Figure 1. Signal wires on met1 (run 1).
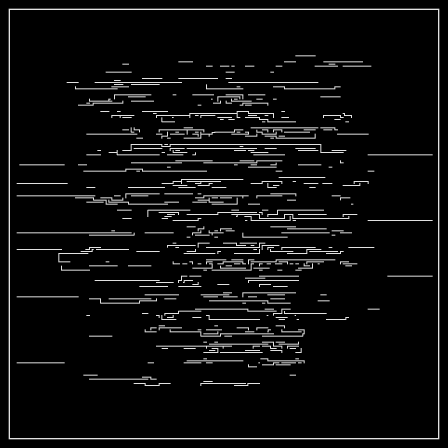
Figure 2. Met2 routing (run 1).
The bar under the picture is 20 um long.
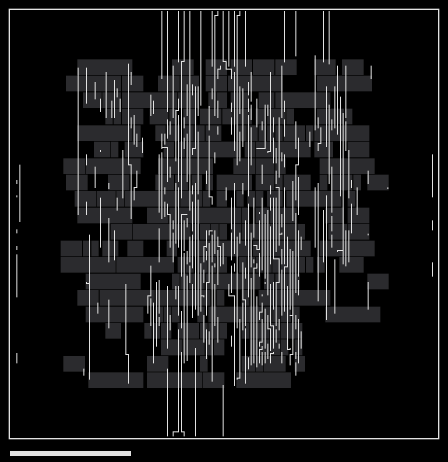
Figure 3. M3 wires (run 1).
The bar under the picture is 20 um long.
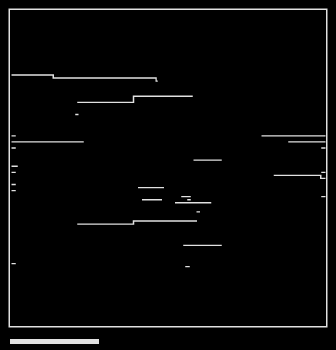
==> config.mk <==
export PLATFORM = sky130hd
export DESIGN_NAME = spi_slave_flat
export DESIGN_NICKNAME = d
export VERILOG_FILES = /design/src/rtl/spi_slave_if.sv /design/src/rtl/spi_slave.sv /design/src/flat_wrapper.sv
export SDC_FILE = /design/constraint.sdc
export NUM_CORES = 1
export LEC_CHECK = 0
export ABC_AREA = 1
export ABC_CLOCK_PERIOD_IN_PS = 2200
export CORE_MARGIN = 8
export CORE_UTILIZATION = 53
export CTS_CLUSTER_SIZE = 20
export DETAILED_ROUTE_END_ITERATION = 8
export HOLD_SLACK_MARGIN = 0.02
export MAX_ROUTING_LAYER = met4
export PLACE_DENSITY = 0.85
export REMOVE_ABC_BUFFERS = 1
export SYNTH_ARGS = -nofsm -noshare
export SYNTH_HDL_FRONTEND = slang
export SYNTH_SLANG_ARGS = --single-unit
==> constraint.sdc <==
create_clock -name clk -period 2.2 [get_ports clk]
set_input_delay 0.44 -clock clk [delete_from_list [all_inputs] [get_ports clk]]
set_output_delay 0.44 -clock clk [all_outputs]
set_load 0.03 [all_outputs]
==> src/rtl/spi_slave_if.sv <==
// Bus bundle between an SPI master model / host logic and the spi_slave responder.
// Carries the serial pins plus the local load/status side.
interface spi_slave_if #(
  parameter int WIDTH = 8
);
  logic             load;
  logic [WIDTH-1:0] inload;
  logic [1:0]       Mode;
  logic             sclk;
  logic             CS_n;
  logic             MOSI;
  logic             MISO;
  logic             MISO_oe;
  logic [WIDTH-1:0] Slave_SR;
  logic [WIDTH-1:0] rx_data;
  logic             Done;
  logic             frame_err;
  logic             busy;

  modport slave (
    input  load, inload, Mode, sclk, CS_n, MOSI,
    output MISO, MISO_oe, Slave_SR, rx_data, Done, frame_err, busy
  );

  modport master (
    output load, inload, Mode, sclk, CS_n, MOSI,
    input  MISO, MISO_oe, Slave_SR, rx_data, Done, frame_err, busy
  );
endinterface

==> src/rtl/spi_slave.sv <==
// Oversampling SPI responder: all four modes, MSB-first, full-duplex WIDTH-bit frames.
// sclk, CS_n and MOSI are resynchronised into clk; every action happens on a detected edge.
module spi_slave #(
  parameter int WIDTH       = 8,
  parameter int SYNC_STAGES = 2
) (
  input  logic       clk,
  input  logic       reset,
  spi_slave_if.slave bus
);

  localparam int CNT_W = (WIDTH > 2) ? $clog2(WIDTH) : 1;

  typedef enum logic {
    IDLE,
    ACTIVE
  } state_t;

  // Synchroniser chains and edge-detect history
  logic [SYNC_STAGES-1:0] sclk_sync;
  logic [SYNC_STAGES-1:0] cs_sync;
  logic [SYNC_STAGES-1:0] mosi_sync;
  logic                   sclk_prev;
  logic                   cs_prev;

  logic sclk_s, cs_s, mosi_s;
  logic sclk_rise, sclk_fall, cs_fall, cs_rise;

  // Registered state and its next-state values
  state_t           state_q, state_d;
  logic [1:0]       mode_q, mode_d;
  logic [WIDTH-1:0] sr_q, sr_d;
  logic [WIDTH-1:0] rx_q, rx_d;
  logic [CNT_W-1:0] cnt_q, cnt_d;
  logic             miso_q, miso_d;
  logic             oe_q, oe_d;
  logic             done_q, done_d;
  logic             ferr_q, ferr_d;

  logic [WIDTH-1:0] sr_shift;
  logic             lead_edge, trail_edge, sample_edge, shift_edge;

  // NOTE: sequential state uses non-blocking assignments so every flop samples pre-edge values.
  always_ff @(posedge clk or posedge reset) begin
    if (reset) begin
      sclk_sync <= '0;
      cs_sync   <= '1;
      mosi_sync <= '0;
      sclk_prev <= 1'b0;
      cs_prev   <= 1'b1;
    end else begin
      sclk_sync <= {sclk_sync[SYNC_STAGES-2:0], bus.sclk};
      cs_sync   <= {cs_sync[SYNC_STAGES-2:0], bus.CS_n};
      mosi_sync <= {mosi_sync[SYNC_STAGES-2:0], bus.MOSI};
      sclk_prev <= sclk_sync[SYNC_STAGES-1];
      cs_prev   <= cs_sync[SYNC_STAGES-1];
    end
  end

  assign sclk_s    = sclk_sync[SYNC_STAGES-1];
  assign cs_s      = cs_sync[SYNC_STAGES-1];
  assign mosi_s    = mosi_sync[SYNC_STAGES-1];
  assign sclk_rise = sclk_s & ~sclk_prev;
  assign sclk_fall = ~sclk_s & sclk_prev;
  assign cs_fall   = ~cs_s & cs_prev;
  assign cs_rise   = cs_s & ~cs_prev;

  // Edge roles come from the mode latched at frame start, never from the live Mode pins
  assign lead_edge   = mode_q[1] ? sclk_fall : sclk_rise;
  assign trail_edge  = mode_q[1] ? sclk_rise : sclk_fall;
  assign sample_edge = mode_q[0] ? trail_edge : lead_edge;
  assign shift_edge  = mode_q[0] ? lead_edge : trail_edge;
  assign sr_shift    = {sr_q[WIDTH-2:0], mosi_s};

  always_ff @(posedge clk or posedge reset) begin
    if (reset) begin
      state_q <= IDLE;
      mode_q  <= 2'b00;
      sr_q    <= '0;
      rx_q    <= '0;
      cnt_q   <= '0;
      miso_q  <= 1'b0;
      oe_q    <= 1'b0;
      done_q  <= 1'b0;
      ferr_q  <= 1'b0;
    end else begin
      state_q <= state_d;
      mode_q  <= mode_d;
      sr_q    <= sr_d;
      rx_q    <= rx_d;
      cnt_q   <= cnt_d;
      miso_q  <= miso_d;
      oe_q    <= oe_d;
      done_q  <= done_d;
      ferr_q  <= ferr_d;
    end
  end

  always_comb begin
    // NOTE: every output of this block gets a default first, so no path can infer a latch.
    state_d = state_q;
    mode_d  = mode_q;
    sr_d    = sr_q;
    rx_d    = rx_q;
    cnt_d   = cnt_q;
    miso_d  = miso_q;
    oe_d    = oe_q;
    done_d  = 1'b0;
    ferr_d  = 1'b0;

    unique case (state_q)
      IDLE: begin
        miso_d = 1'b0;
        oe_d   = 1'b0;
        if (bus.load) begin
          sr_d = bus.inload;
        end
        if (cs_fall) begin
          state_d = ACTIVE;
          mode_d  = bus.Mode;
          cnt_d   = '0;
          oe_d    = 1'b1;
          // CPHA=0 masters sample on the first edge, so bit MSB must already be on the wire
          if (!bus.Mode[0]) begin
            miso_d = sr_d[WIDTH-1];
          end
        end
      end

      ACTIVE: begin
        if (sample_edge) begin
          sr_d = sr_shift;
          if (cnt_q == CNT_W'(WIDTH - 1)) begin
            rx_d   = sr_shift;
            done_d = 1'b1;
            cnt_d  = '0;
            if (!mode_q[0]) begin
              miso_d = sr_shift[WIDTH-1];
            end
          end else begin
            cnt_d = cnt_q + CNT_W'(1);
          end
        end else if (shift_edge) begin
          miso_d = sr_q[WIDTH-1];
        end

        // A release coinciding with the final sample still counts as a clean frame
        if (cs_rise) begin
          state_d = IDLE;
          oe_d    = 1'b0;
          miso_d  = 1'b0;
          ferr_d  = (cnt_d != '0);
          cnt_d   = '0;
        end
      end

      default: state_d = IDLE;
    endcase
  end

  assign bus.MISO      = miso_q;
  assign bus.MISO_oe   = oe_q;
  assign bus.Slave_SR  = sr_q;
  assign bus.rx_data   = rx_q;
  assign bus.Done      = done_q;
  assign bus.frame_err = ferr_q;
  assign bus.busy      = (state_q == ACTIVE);

endmodule

==> src/flat_wrapper.sv <==
// flat-port wrapper written by rule: the top's interface ports become plain ports
module spi_slave_flat 
#(
  parameter int WIDTH       = 8,
  parameter int SYNC_STAGES = 2
)
  (clk, reset, bus_load, bus_inload, bus_Mode, bus_sclk, bus_CS_n, bus_MOSI, bus_MISO, bus_MISO_oe, bus_Slave_SR, bus_rx_data, bus_Done, bus_frame_err, bus_busy);
  spi_slave_if #(.WIDTH(WIDTH)) bus_i ();
  input  logic clk;
  input  logic reset;
  input wire logic [$bits(bus_i.load)-1:0] bus_load;
  input wire logic [$bits(bus_i.inload)-1:0] bus_inload;
  input wire logic [$bits(bus_i.Mode)-1:0] bus_Mode;
  input wire logic [$bits(bus_i.sclk)-1:0] bus_sclk;
  input wire logic [$bits(bus_i.CS_n)-1:0] bus_CS_n;
  input wire logic [$bits(bus_i.MOSI)-1:0] bus_MOSI;
  output wire logic [$bits(bus_i.MISO)-1:0] bus_MISO;
  output wire logic [$bits(bus_i.MISO_oe)-1:0] bus_MISO_oe;
  output wire logic [$bits(bus_i.Slave_SR)-1:0] bus_Slave_SR;
  output wire logic [$bits(bus_i.rx_data)-1:0] bus_rx_data;
  output wire logic [$bits(bus_i.Done)-1:0] bus_Done;
  output wire logic [$bits(bus_i.frame_err)-1:0] bus_frame_err;
  output wire logic [$bits(bus_i.busy)-1:0] bus_busy;
  assign bus_i.load = bus_load;
  assign bus_i.inload = bus_inload;
  assign bus_i.Mode = bus_Mode;
  assign bus_i.sclk = bus_sclk;
  assign bus_i.CS_n = bus_CS_n;
  assign bus_i.MOSI = bus_MOSI;
  assign bus_MISO = bus_i.MISO;
  assign bus_MISO_oe = bus_i.MISO_oe;
  assign bus_Slave_SR = bus_i.Slave_SR;
  assign bus_rx_data = bus_i.rx_data;
  assign bus_Done = bus_i.Done;
  assign bus_frame_err = bus_i.frame_err;
  assign bus_busy = bus_i.busy;
  spi_slave #(.WIDTH(WIDTH), .SYNC_STAGES(SYNC_STAGES)) u_core (.clk(clk), .reset(reset), .bus(bus_i));
endmodule
==> summary.txt, run 1 <==
Observations from the implementation run.

Status:
- The run finished with clean final reports.

Logic synthesis:
- The run gives the number of cells in Yosys stat as between 150 and 200.
- The run puts the post-synthesis sequential element count at 34.
- The run puts the number of distinct library cells after synthesis at 22.

Timing:
- The run puts the final cycle utilization of the critical path at 0.9167.
- In the final timing run, aggregate negative setup slack is 0 ns.
- The run puts the actual transition at the worst max-transition pin at about 0.48 ns.
- The run gives the clock tree skew after final layout as about 0.0086 ns.
- The run puts the number of hold-slack violations in the final timing report at 0.

Power:
- The run gives the worst IR drop on VDD as slightly below 0.6 mV.
- The run gives the overall power consumption as around 2.1 mW.

Clock network:
- The run gives the cts-stage hold buffer count as 0.
- The run puts the source-to-sink clock delay at the later pin of the worst-skew pair at 0.34 ns.
- The run gives the register clock-pin slew on the reported worst setup and hold paths as 0.09 ns.
- The run puts the buffer count from post-CTS setup fixing at 0.

Worst setup path:
- According to the timing report, the data required time at the worst endpoint equals 1.76 ns.
- The worst setup path is captured at an output pin.
- The run puts the minimum setup slack among reg-to-reg paths at roughly 0.61 ns.
- In this run the number of cells on the critical path is 1.
- For the worst setup path, the data arrival time is around 1.6 ns.
- The run gives the launch point of the critical path as u_core.bus.busy$_DFF_PP0_.

Global route:
- The run puts the initial antenna violation count at 0.
- The first global-routing pass estimated between 5000 and 6000 um of wire.
- The run gives the via count of the first global-routing pass as about 1300.

Worst hold path:
- The run gives the path type of the worst min-delay path as register to register.
- The run gives the worst hold path stage count as 0.

Drt:
- The run puts the number of detailed-route iterations in the first pass at 4.
- In this run the remaining antenna-violating nets after routing total 0.

Floorplanning:
- The run puts the placeable core region at around 3000 sq um.

Placement:
- The run gives the number of port buffers as 36.

Final layout:
- The run puts the signed area change from the synthesized netlist to the final layout at 26.98%.
Back to the opening pictures, Figure 1:
- share of all routed wire: 41%
- nets with wire on the layer: 203
- wire length on this layer: 1440 um
total number of vias: 1260
met1 layer usage reported by global route: 0.1694
wirelength, routed: 3500 um

Back to the opening pictures, Figure 2:
- nets with wire on the layer: 195
- wire length on this layer: 1830 um
- main direction: vertical
- share of all routed wire: 52%
- longest straight run: 32.8 um

Back to the opening pictures, Figure 3:
- main direction: horizontal
- nets with wire on the layer: 23
- wire length on this layer: 180 um
- longest straight run: 23.0 um
- share of all routed wire: 5.1%

-- run 1: how the worst min path moves through the flow --
stage / slack [ns] / startpoint / endpoint
after global routing: 0.37 / u_core.sclk_sync[0]$_DFF_PP0_ / u_core.sclk_sync[1]$_DFF_PP0_
after floorplan: 0.33 / u_core.mosi_sync[0]$_DFF_PP0_ / u_core.mosi_sync[1]$_DFF_PP0_
final: 0.36 / u_core.sclk_sync[0]$_DFF_PP0_ / u_core.sclk_sync[1]$_DFF_PP0_
after CTS: 0.36 / u_core.sclk_sync[0]$_DFF_PP0_ / u_core.sclk_sync[1]$_DFF_PP0_
after detailed placement: 0.34 / u_core.sclk_sync[0]$_DFF_PP0_ / u_core.sclk_sync[1]$_DFF_PP0_
after global placement: 0.33 / u_core.mosi_sync[0]$_DFF_PP0_ / u_core.mosi_sync[1]$_DFF_PP0_
-- run 1: synth_stat cells (all sizes together) --
cell,instances,area share
nand2,43,0.12
dfrtp,31,0.49
o21ai,27,0.13
inv,24,0.057
nand3,20,0.078
nor2,6,0.014
dfstp,3,0.050
buf,2,0.020
clkbuf,2,0.0047
ha,2,0.016
nand3b,2,0.0095
o22ai,2,0.0079
a21oi,1,0.0032
xor2,1,0.0055
-- run 1: area by class of cell --
type                            instances  share of cell area
Sequential cell                        34              0.4255
Multi-Input combinational cell        104              0.2978
Timing Repair Buffer                   38              0.1869
Inverter                               24             0.04486
Clock buffer                            8             0.02430
Tap cell                               33             0.02056
-- run 1: metrics by stage --
step | instance area [sq um] | hold slack [ns] | worst slack, ns | std cells
3_5_place_dp | 1959 | 0.3355 | 0.4589 | 233
6_report | 2008 | 0.3554 | 0.1832 | 241
3_3_place_gp | 1959 | 0.3335 | 0.5136 | 233
4_1_cts | 2008 | 0.3572 | 0.1624 | 241
2_1_floorplan | 1543 | 0.3312 | 0.7249 | 162
5_1_grt | 2008 | 0.3653 | 0.1162 | 241
-- run 1: layer usage --
metal / share of wire / GRT usage / vias up / wire [um]
li1: - / - / 618 / -
met1: 0.41 / 0.1694 / 600 / 1441
met2: 0.52 / 0.2485 / 35 / 1829
met3: 0.051 / 0.05650 / 7 / 180
met4: 0.014 / 0.06005 / 0 / 49
met5: 0 / - / - / 0
-- run 1: cells by family after synthesis --
group | count (synthesis) | synth area share
AND/OR/NAND/NOR | 71 | 0.2176
flip-flops | 34 | 0.5403
AND-OR/OR-AND | 30 | 0.1392
buffers and inverters | 28 | 0.08149
adder cells (fa/ha/maj) | 2 | 0.01582
XOR/XNOR | 1 | 0.005539
-- run 1: sequential cells by signal (all words and copies together), names as in the netlist --
name / flops
u_core.bus.rx_data: 8
u_core.cnt_q: 3
u_core.sclk_prev: 1
u_core.cs_sync: 2
u_core.bus.Slave_SR: 8
u_core.bus.MISO_oe: 1
u_core.mosi_sync: 2
u_core.bus.frame_err: 1
u_core.mode_q: 2
u_core.bus.MISO: 1
u_core.sclk_sync: 2
u_core.cs_prev: 1
u_core.bus.busy: 1
u_core.bus.Done: 1
-- run 1: power by group --
| group | total, mW | switching [mW] | internal [mW] |
|---|---|---|---|
| clock | 0.326 | 0.199 | 0.127 |
| sequential | 0.835 | 0.0826 | 0.752 |
| combinational | 0.896 | 0.566 | 0.331 |
Figure 4. Routing congestion map (run 1).
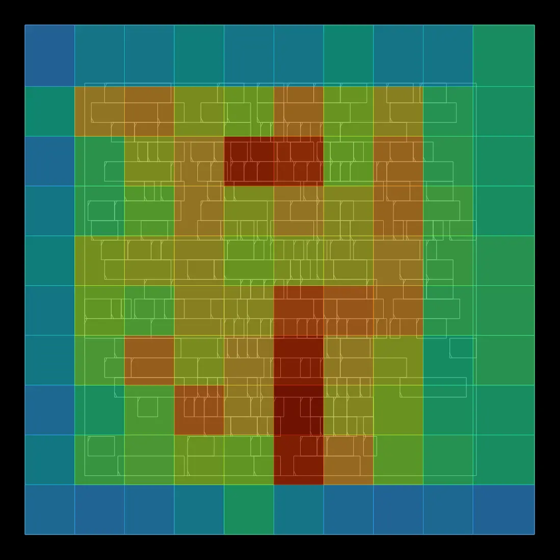

--- run 2 (diff from run 1) ---
--- a/config.mk
+++ b/config.mk
@@ -7,7 +7,6 @@
 export LEC_CHECK = 0
 export ABC_AREA = 1
 export ABC_CLOCK_PERIOD_IN_PS = 2200
-export CORE_MARGIN = 8
 export CORE_UTILIZATION = 53
 export CTS_CLUSTER_SIZE = 20
 export DETAILED_ROUTE_END_ITERATION = 8
==> constraint.sdc (replaced) <==
create_clock -name clk -period 2.2 [get_ports clk]
set_input_delay 0.44 -clock clk [delete_from_list [all_inputs] [get_ports clk]]
set_output_delay 0.44 -clock clk [all_outputs]
set_load 0.01 [all_outputs]
Figure 5. Routing congestion map (run 2).
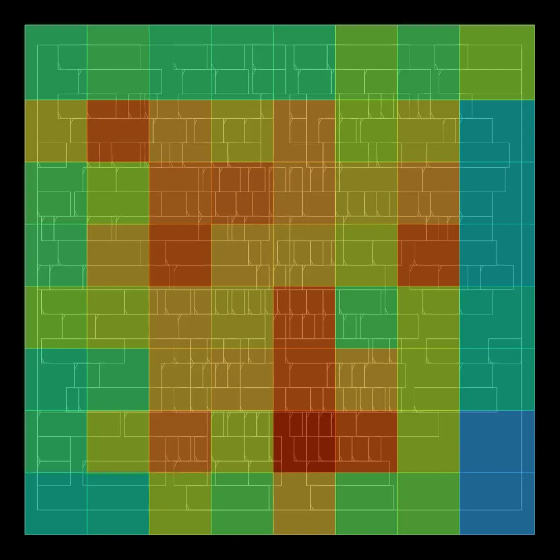
GR Util All Layers: 0.2208
WL per Instance: 12.88 um
final core utilization: 0.7224
most used routing layer in global routing: met2

Figure 6. Signal wires on met1 (run 2).
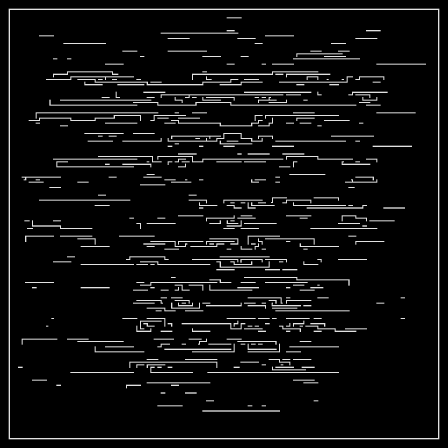
- longest straight run: 17.3 um
- nets with wire on the layer: 195
- wire length on this layer: 1280 um
- main direction: horizontal
- share of all routed wire: 42%
wirelength, routed: 3066 um
met1 layer usage reported by global route: 0.2538
total number of vias: 1275

==> run 2 against run 1 <==
Clock-buffer cell count down 1. Setup slack better by 0.15 ns. Sequential power barely moved. Combinational power is 17% lower. Critical path type unchanged. Critical endpoint unchanged. Largest power group is now registers.
==> summary.txt, run 2 <==
Observations from the implementation run.

Status:
- Result of the run: finished clean (unchanged).

Timing:
- The final cycle utilization of the critical path came to 0.8479 (was 0.9167).
- The run gives the number of hold-slack violations in the final timing report as 0 (unchanged).
- The run gives the final total negative setup slack as 0 ns (unchanged).
- The actual transition at the worst max-transition pin was 0.4809 ns (was 0.4779 ns).

Drt:
- The run puts the number of antenna-violating nets in the routed design at 0 (unchanged).
- The number of detailed-route iterations in the first pass was 4 (unchanged).

Placement:
- The number of port buffers is 36 (unchanged).

Global route:
- The run gives the initial antenna violation count as 0 (unchanged).
- The run gives the wire length of the first global-routing pass as 5202 um (was 5830 um).

Logic synthesis:
- The run puts the share of Yosys cell area claimed by the top area cell type at 0.4905 (unchanged).
- The fraction of registers with async set/reset is 1.000 (unchanged).
- Cell types with the largest area share after synthesis: sky130_fd_sc_hd__dfrtp_1 49%, sky130_fd_sc_hd__nand2_1 9.0%, sky130_fd_sc_hd__o21ai_2 8.3% (unchanged).
- The most common cell in the netlist is sky130_fd_sc_hd__nand2_1 (unchanged).
- The number of synthesized flops with an enable pin came to 0 (unchanged).
- The run gives the post-synthesis sequential element count as 34 (unchanged).
- List of most frequent post-synthesis cells: 38 x sky130_fd_sc_hd__nand2_1, 31 x sky130_fd_sc_hd__dfrtp_1, 22 x sky130_fd_sc_hd__inv_1 (unchanged).

Clock network:
- The run gives the source-to-sink clock delay at the later pin of the worst-skew pair as 0.33 ns (was 0.34 ns).
- The run puts the register clock-pin slew on the reported worst setup and hold paths at 0.11 ns (was 0.09 ns).
- The buffer count from post-CTS setup fixing is 0 (unchanged).

Power:
- The run gives the worst IR drop on VDD as 0.7767 mV (was 0.5911 mV).
- The run gives the overall power consumption as 1.937 mW (was 2.057 mW).

Worst hold path:
- The path type of the worst min-delay path is register to register (unchanged).

Worst setup path:
- The run puts the required time of the worst setup path at 1.76 ns (about the same).
- The capturing element type of the critical path is an output pin (unchanged).
- The run puts the signal arrival time at the worst endpoint at 1.43 ns (was 1.58 ns).

Final layout:
- The run puts the signed area change from the synthesized netlist to the final layout at 27.06% (was 26.98%).
run 2: cell counts after synthesis:
Identical to the previous run, type by type.
run 2: metal layers:
layer	routed length, um	track usage	vias to the layer above
li1	-	-	617
met2	1581	0.3731	41
met3	166	0.05760	6
met1	1279	0.2538	611
met4	38	0.07666	0
met5	0	-	-
run 2: worst paths after layout:
| check | start | to | slack, ns | cells past startpoint |
|---|---|---|---|---|
| min | u_core.mosi_sync[0]$_DFF_PP0_ | u_core.mosi_sync[1]$_DFF_PP0_ | 0.36 | 0 |
| max | u_core.bus.busy$_DFF_PP0_ | bus_busy | 0.33 | 1 |
| min in group asynchronous | reset | u_core.mode_q[1]$_DFFE_PP0P_ | 0.49 | 3 |
| min reg2reg | u_core.mosi_sync[0]$_DFF_PP0_ | u_core.mosi_sync[1]$_DFF_PP0_ | 0.36 | 0 |
| max reg2reg | u_core.sclk_sync[1]$_DFF_PP0_ | u_core.bus.Slave_SR[5]$_DFFE_PP0P_ | 0.61 | 7 |
| max in group asynchronous | reset | u_core.cs_sync[0]$_DFF_PP1_ | 1.37 | 3 |
run 2: cells by family (layout without fill, tap and decap cells):
logic type               Yosys count  after routing  share of synthesized area
adder cells (fa/ha/maj)            2              2                    0.01582
buffers and inverters             28             69                    0.08149
flip-flops                        34             34                     0.5403
XOR/XNOR                           1              1                   0.005539
AND/OR/NAND/NOR                   71             71                     0.2176
AND-OR/OR-AND                     30             30                     0.1392
run 2: cell type report:
| class | count | area (sq um) | share of cell area |
|---|---|---|---|
| sequential | 34 | 854.6 | 0.4253 |
| multi-input combinational | 104 | 598.1 | 0.2976 |
| timing repair buffer | 37 | 367.9 | 0.1831 |
| inverter | 24 | 90.09 | 0.04483 |
| clock buffer | 7 | 55.05 | 0.02740 |
| tap | 31 | 38.79 | 0.01930 |
| clock inverter | 1 | 5.005 | 0.002491 |
run 2: report_power, final:
| group | total (mW) | switching [mW] | internal, mW | leakage, nW |
|---|---|---|---|---|
| logic | 0.746 | 0.415 | 0.332 | 0.484 |
| registers | 0.836 | 0.0840 | 0.752 | 0.434 |
| clock network | 0.354 | 0.200 | 0.155 | 0.0353 |
| total | 1.94 | 0.698 | 1.24 | 0.953 |
run 2: stage by stage:
stage               area [sq um]  setup WS [ns]  std cells
global route                2009         0.2589        238
detailed placement          1949         0.4517        230
global placement            1949         0.5116        230
floorplan                   1543         0.8133        162
finish                      2009         0.3347        238
CTS                         2009         0.3194        238
run 2: worst register-to-register path, cell delays in order (launching register included):
cell and delay (ns):
sky130_fd_sc_hd__dfrtp_1 0.43, sky130_fd_sc_hd__inv_1 0.09, sky130_fd_sc_hd__nand3_1 0.11, sky130_fd_sc_hd__nand3_2 0.15, sky130_fd_sc_hd__nand2_4 0.11, sky130_fd_sc_hd__o21ai_4 0.41
sky130_fd_sc_hd__nand2_1 0.14, sky130_fd_sc_hd__o21ai_2 0.09
Figure 7. Met2 routing (run 2).
The bar under the picture is 20 um long.
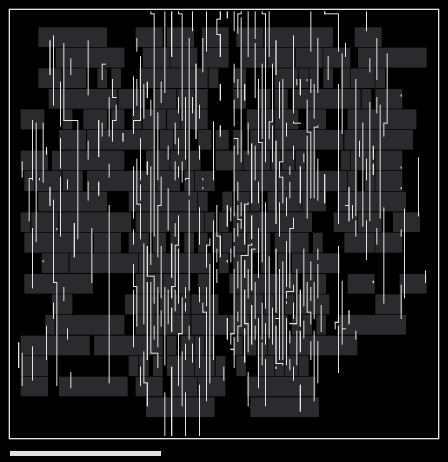

--- run 3 (diff from run 2) ---
--- a/config.mk
+++ b/config.mk
@@ -6,13 +6,13 @@
 export NUM_CORES = 1
 export LEC_CHECK = 0
 export ABC_AREA = 1
-export ABC_CLOCK_PERIOD_IN_PS = 2200
-export CORE_UTILIZATION = 53
+export ABC_CLOCK_PERIOD_IN_PS = 1500
+export CORE_UTILIZATION = 44
 export CTS_CLUSTER_SIZE = 20
 export DETAILED_ROUTE_END_ITERATION = 8
 export HOLD_SLACK_MARGIN = 0.02
 export MAX_ROUTING_LAYER = met4
-export PLACE_DENSITY = 0.85
+export PLACE_DENSITY = 0.76
 export REMOVE_ABC_BUFFERS = 1
 export SYNTH_ARGS = -nofsm -noshare
 export SYNTH_HDL_FRONTEND = slang
==> constraint.sdc (replaced) <==
create_clock -name clk -period 1.5 [get_ports clk]
set_input_delay 0.3 -clock clk [delete_from_list [all_inputs] [get_ports clk]]
set_output_delay 0.3 -clock clk [all_outputs]
set_load 0.01 [all_outputs]
Figure 8. Met2 routing (run 3).
The bar under the picture is 20 um long.
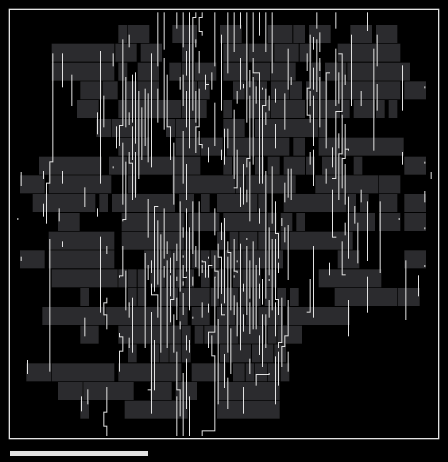
- share of all routed wire: 50%
- longest straight run: 19.5 um
Global Route met2 Usage: 0.2872
wirelength, routed: 3093 um
total number of vias: 1259

Figure 9. Routing congestion map (run 3).
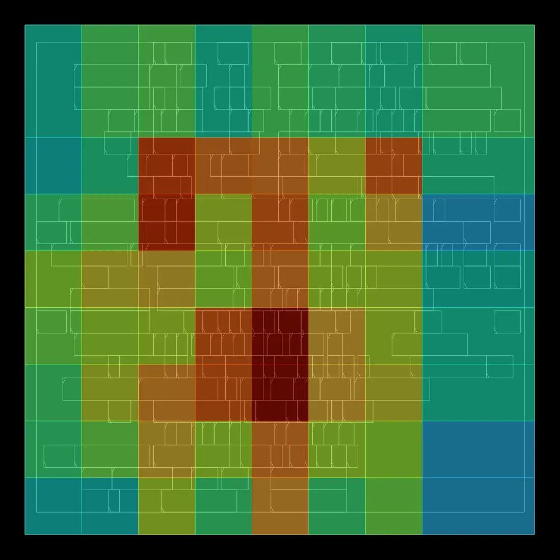
met3 capacity usage during global routing: 0.05590
met1 layer usage reported by global route: 0.2151
WL per Instance: 11.90 um
final core utilization: 0.6161
GR Util All Layers: 0.1852

==> run 3 against run 2 <==
Combinational power is about 50% higher. Hold slack lost 0.073 ns. Register-to-register slack got worse by 0.57 ns. Setup slack got worse by 0.29 ns. Largest power group unchanged. Via count down 1.3%. First-iteration DRC count down 17%. Power up 47%.
==> summary.txt, run 3 <==
Observations from the implementation run.

Status:
- Result of the run: finished clean (unchanged).

Logic synthesis:
- The run gives the top cell type by total area after synthesis as sky130_fd_sc_hd__dfrtp_1 (unchanged).
- Cell types with the largest area share after synthesis: sky130_fd_sc_hd__dfrtp_1 49%, sky130_fd_sc_hd__nand2_1 9.0%, sky130_fd_sc_hd__o21ai_2 8.3% (unchanged).
- The run gives the number of cells in Yosys stat as 166 (unchanged).
- The number of distinct library cells after synthesis came to 22 (unchanged).
- List of most frequent post-synthesis cells: 38 x sky130_fd_sc_hd__nand2_1, 31 x sky130_fd_sc_hd__dfrtp_1, 22 x sky130_fd_sc_hd__inv_1 (unchanged).
- The post-synthesis sequential element count came to 34 (unchanged).
- The run gives the main flop type after synthesis as sky130_fd_sc_hd__dfrtp_1 (unchanged).
- The run gives the most common cell in the netlist as sky130_fd_sc_hd__nand2_1 (unchanged).
- The fraction of registers with async set/reset was 1.000 (unchanged).
- The run puts the share of Yosys cell area claimed by the top area cell type at 0.4905 (unchanged).
- The run puts the number of synthesized flops with an enable pin at 0 (unchanged).
- The share of the yosys chip area belonging to registers is 0.5403 (unchanged).

Clock network:
- The run gives the source-to-sink clock delay at the later pin of the worst-skew pair as 0.34 ns (was 0.33 ns).
- The run gives the clock tree from TritonCTS as yes (unchanged).
- The run puts the register clock-pin slew on the reported worst setup and hold paths at 0.10 ns (was 0.11 ns).
- The clock tree root buffer cell was sky130_fd_sc_hd__clkbuf_4 (unchanged).
- The cts-stage hold buffer count is 0 (unchanged).

Placement:
- The run puts the number of port buffers at 36 (unchanged).
- The placed instance area came to 2023 sq um (was 1949 sq um).
- The run gives the post-place setup slack as 0.04259 ns (was 0.4517 ns).

Worst setup path:
- The run gives the capture instance of the worst register-to-register path as u_core.bus.frame_err$_DFF_PP0_ (was u_core.bus.Slave_SR[5]$_DFFE_PP0P_).
- The run gives the minimum setup slack among reg-to-reg paths as 0.04 ns (was 0.61 ns).
- The run gives the capturing element type of the critical path as a register (was output pin).
- The run gives the launch point of the critical path as u_core.cnt_q[0]$_DFFE_PP0P_ (was u_core.bus.busy$_DFF_PP0_).
- The run gives the signal arrival time at the worst endpoint as 1.70 ns (was 1.43 ns).
- The slowest cell on the critical path is sky130_fd_sc_hd__dfrtp_1 (was sky130_fd_sc_hd__clkdlybuf4s50_1).
- The startpoint of the lowest-slack register-to-register path is u_core.cnt_q[0]$_DFFE_PP0P_ (was u_core.sclk_sync[1]$_DFF_PP0_).
- The required time of the worst setup path is 1.74 ns (was 1.76 ns).
- The run puts the number of cell instances on the worst register-to-register path at 7 (unchanged).

Final layout:
- The share of final-layout standard cells stronger than drive strength 1 came to 0.2196 (was 0.1787).
- The run puts the signed area change from the synthesized netlist to the final layout at 32.04% (was 27.06%).
- The run gives the most instantiated logic cell after routing as sky130_fd_sc_hd__nand2_1 (unchanged).
- The run gives the area of all placed cells without fillers as 2088 sq um (was 2009 sq um).

Timing:
- The run gives the final setup slack of the worst path as 0.04051 ns (was 0.3347 ns).
- In the finished design, the share of the clock period the worst path needs comes to 0.9730.
- The run puts the clock tree skew after final layout at 0.009781 ns (was 0.01502 ns).
- The run puts the number of hold-slack violations in the final timing report at 0 (unchanged).
- The run puts the final hold slack at 0.2827 ns (was 0.3559 ns).
- The run puts the actual transition at the worst max-transition pin at 0.2689 ns (was 0.4809 ns).

Global route:
- The run puts the initial antenna violation count at 0 (unchanged).
- The run gives the via count of the first global-routing pass as 1086 (was 1169).
- The run puts the wire length of the first global-routing pass at 4740 um (was 5202 um).

Drt:
- The run puts the number of antenna-violating nets in the routed design at 0 (unchanged).
- The run gives the number of detailed-route iterations in the first pass as 4 (unchanged).

Power:
- The run gives the worst IR drop on VDD as 0.8930 mV (was 0.7767 mV).
- The run puts the overall power consumption at 2.850 mW (was 1.937 mW).

Floorplanning:
- The run gives the placeable core region as 3390 sq um (was 2781 sq um).

Worst hold path:
- The path type of the worst min-delay path is primary input to asynchronous set/reset pin (was register to register).
[run 3: layer usage]
metal / vias up / GRT usage / share of wire
met4: 0 / 0.09841 / 0.019
met1: 583 / 0.2151 / 0.43
li1: 631 / - / -
met5: - / - / 0
met3: 6 / 0.05590 / 0.051
met2: 39 / 0.2872 / 0.50
[run 3: power by group]
group / switching [mW] / internal [mW]
registers: 0.103 / 1.10
logic: 0.650 / 0.473
clock network: 0.293 / 0.227
[run 3: tightest hold or removal path, stage by stage]
cell and delay (ns):
sky130_fd_sc_hd__clkdlybuf4s50_1 0.39, sky130_fd_sc_hd__inv_1 0.09, sky130_fd_sc_hd__buf_12 0.21
[run 3: final cells by class]
class	count	area, sq um
Sequential cell	34	855.8
Fill cell	285	1301
Timing Repair Buffer	44	419.2
Clock buffer	7	55.05
Inverter	24	90.09
Multi-Input combinational cell	104	605.6
Clock inverter	1	5.005
Tap cell	46	57.56
[run 3: worst max path at each step]
stage	to	slack, ns	cells past startpoint
floorplan	u_core.bus.Slave_SR[3]$_DFFE_PP0P_	0.11	7
global placement	u_core.bus.frame_err$_DFF_PP0_	0.08	7
detailed placement	u_core.bus.frame_err$_DFF_PP0_	0.04	7
CTS	u_core.bus.frame_err$_DFF_PP0_	0.03	7
global route	u_core.bus.rx_data[4]$_DFFE_PP0P_	-0.07	8
finish	u_core.bus.frame_err$_DFF_PP0_	0.04	7
[run 3: stage by stage]
stage | instances | setup TNS (ns)
finish | 260 | 0
global route | 260 | -0.4332
CTS | 259 | 0
detailed placement | 249 | 0
global placement | 249 | 0
floorplan | 162 | 0
[run 3: timing repair]
item,4_1_cts,5_1_grt
gates resized,22,3
gates cloned,0,0
endpoints found under the setup margin,21,11
pin swaps,0,1
setup buffers,2,1
[run 3: cell families after synthesis]
kind of cell | synth area share
fa+ha+maj | 0.01582
compound gates | 0.1392
xor+xnor | 0.005539
flops | 0.5403
simple gates | 0.2176
buf+inv | 0.08149

==> notes/layouts.md <==
Pictures saved along the way, in no particular order.

A small window of the routed layout.
image #1
The bar under the picture is 5 um long. Region (5, 36) to (25, 56) um. Cells in grey, sequential cells in the stronger grey; small squares are vias.
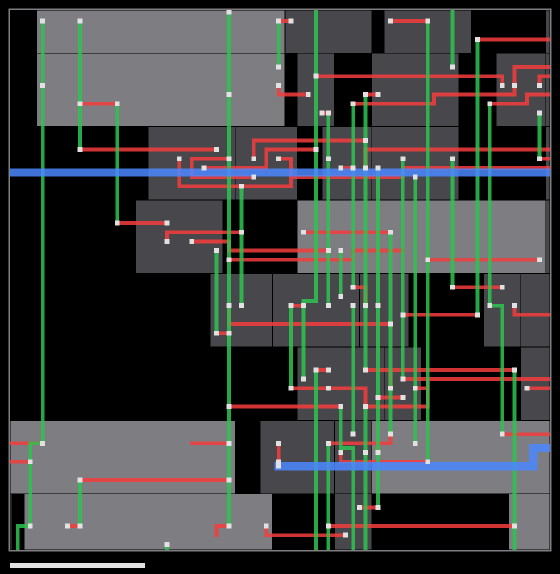
image #2
The bar under the picture is 5 um long. Region (4, 32) to (24, 52) um. Cells in grey, sequential cells in the stronger grey; small squares are vias.
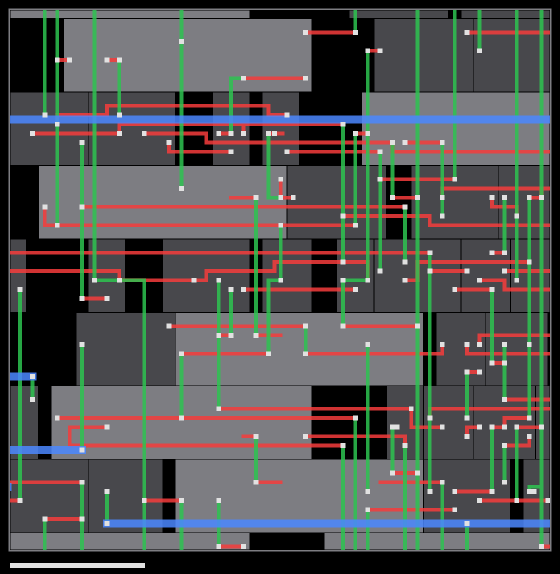
image #3
The bar under the picture is 5 um long. Region (8, 43) to (28, 63) um. Cells in grey, sequential cells in the stronger grey; small squares are vias.
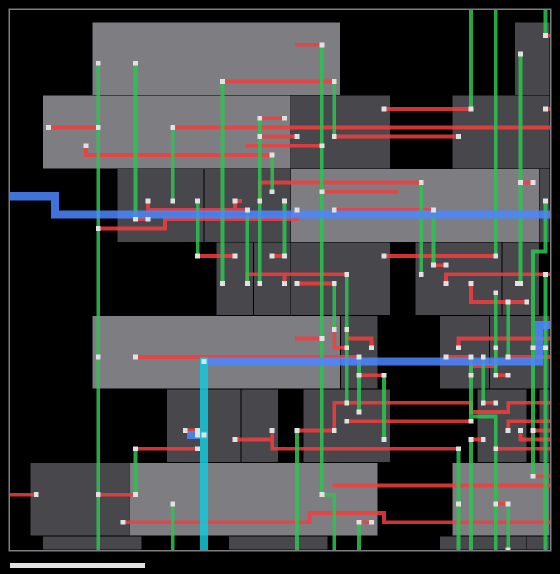
run 1: image #3
run 2: image #2
run 3: image #1
Of these, largest die: image #3
Of these, smallest die: image #2

Key to image #3:
- met4: cyan
- met2: green
- met3: blue
- met1: red
- sequential cells in the window: 5
- netlist names of flops here include: `u_core.bus.rx_data` (3)
- most frequent: dfrtp_1 (5), o21ai_2 (4), clkdlybuf4s50_1 (4)
- cells with their middle in the window: 22

Power figures rest on the tool's default switching activity, not on a simulated workload.
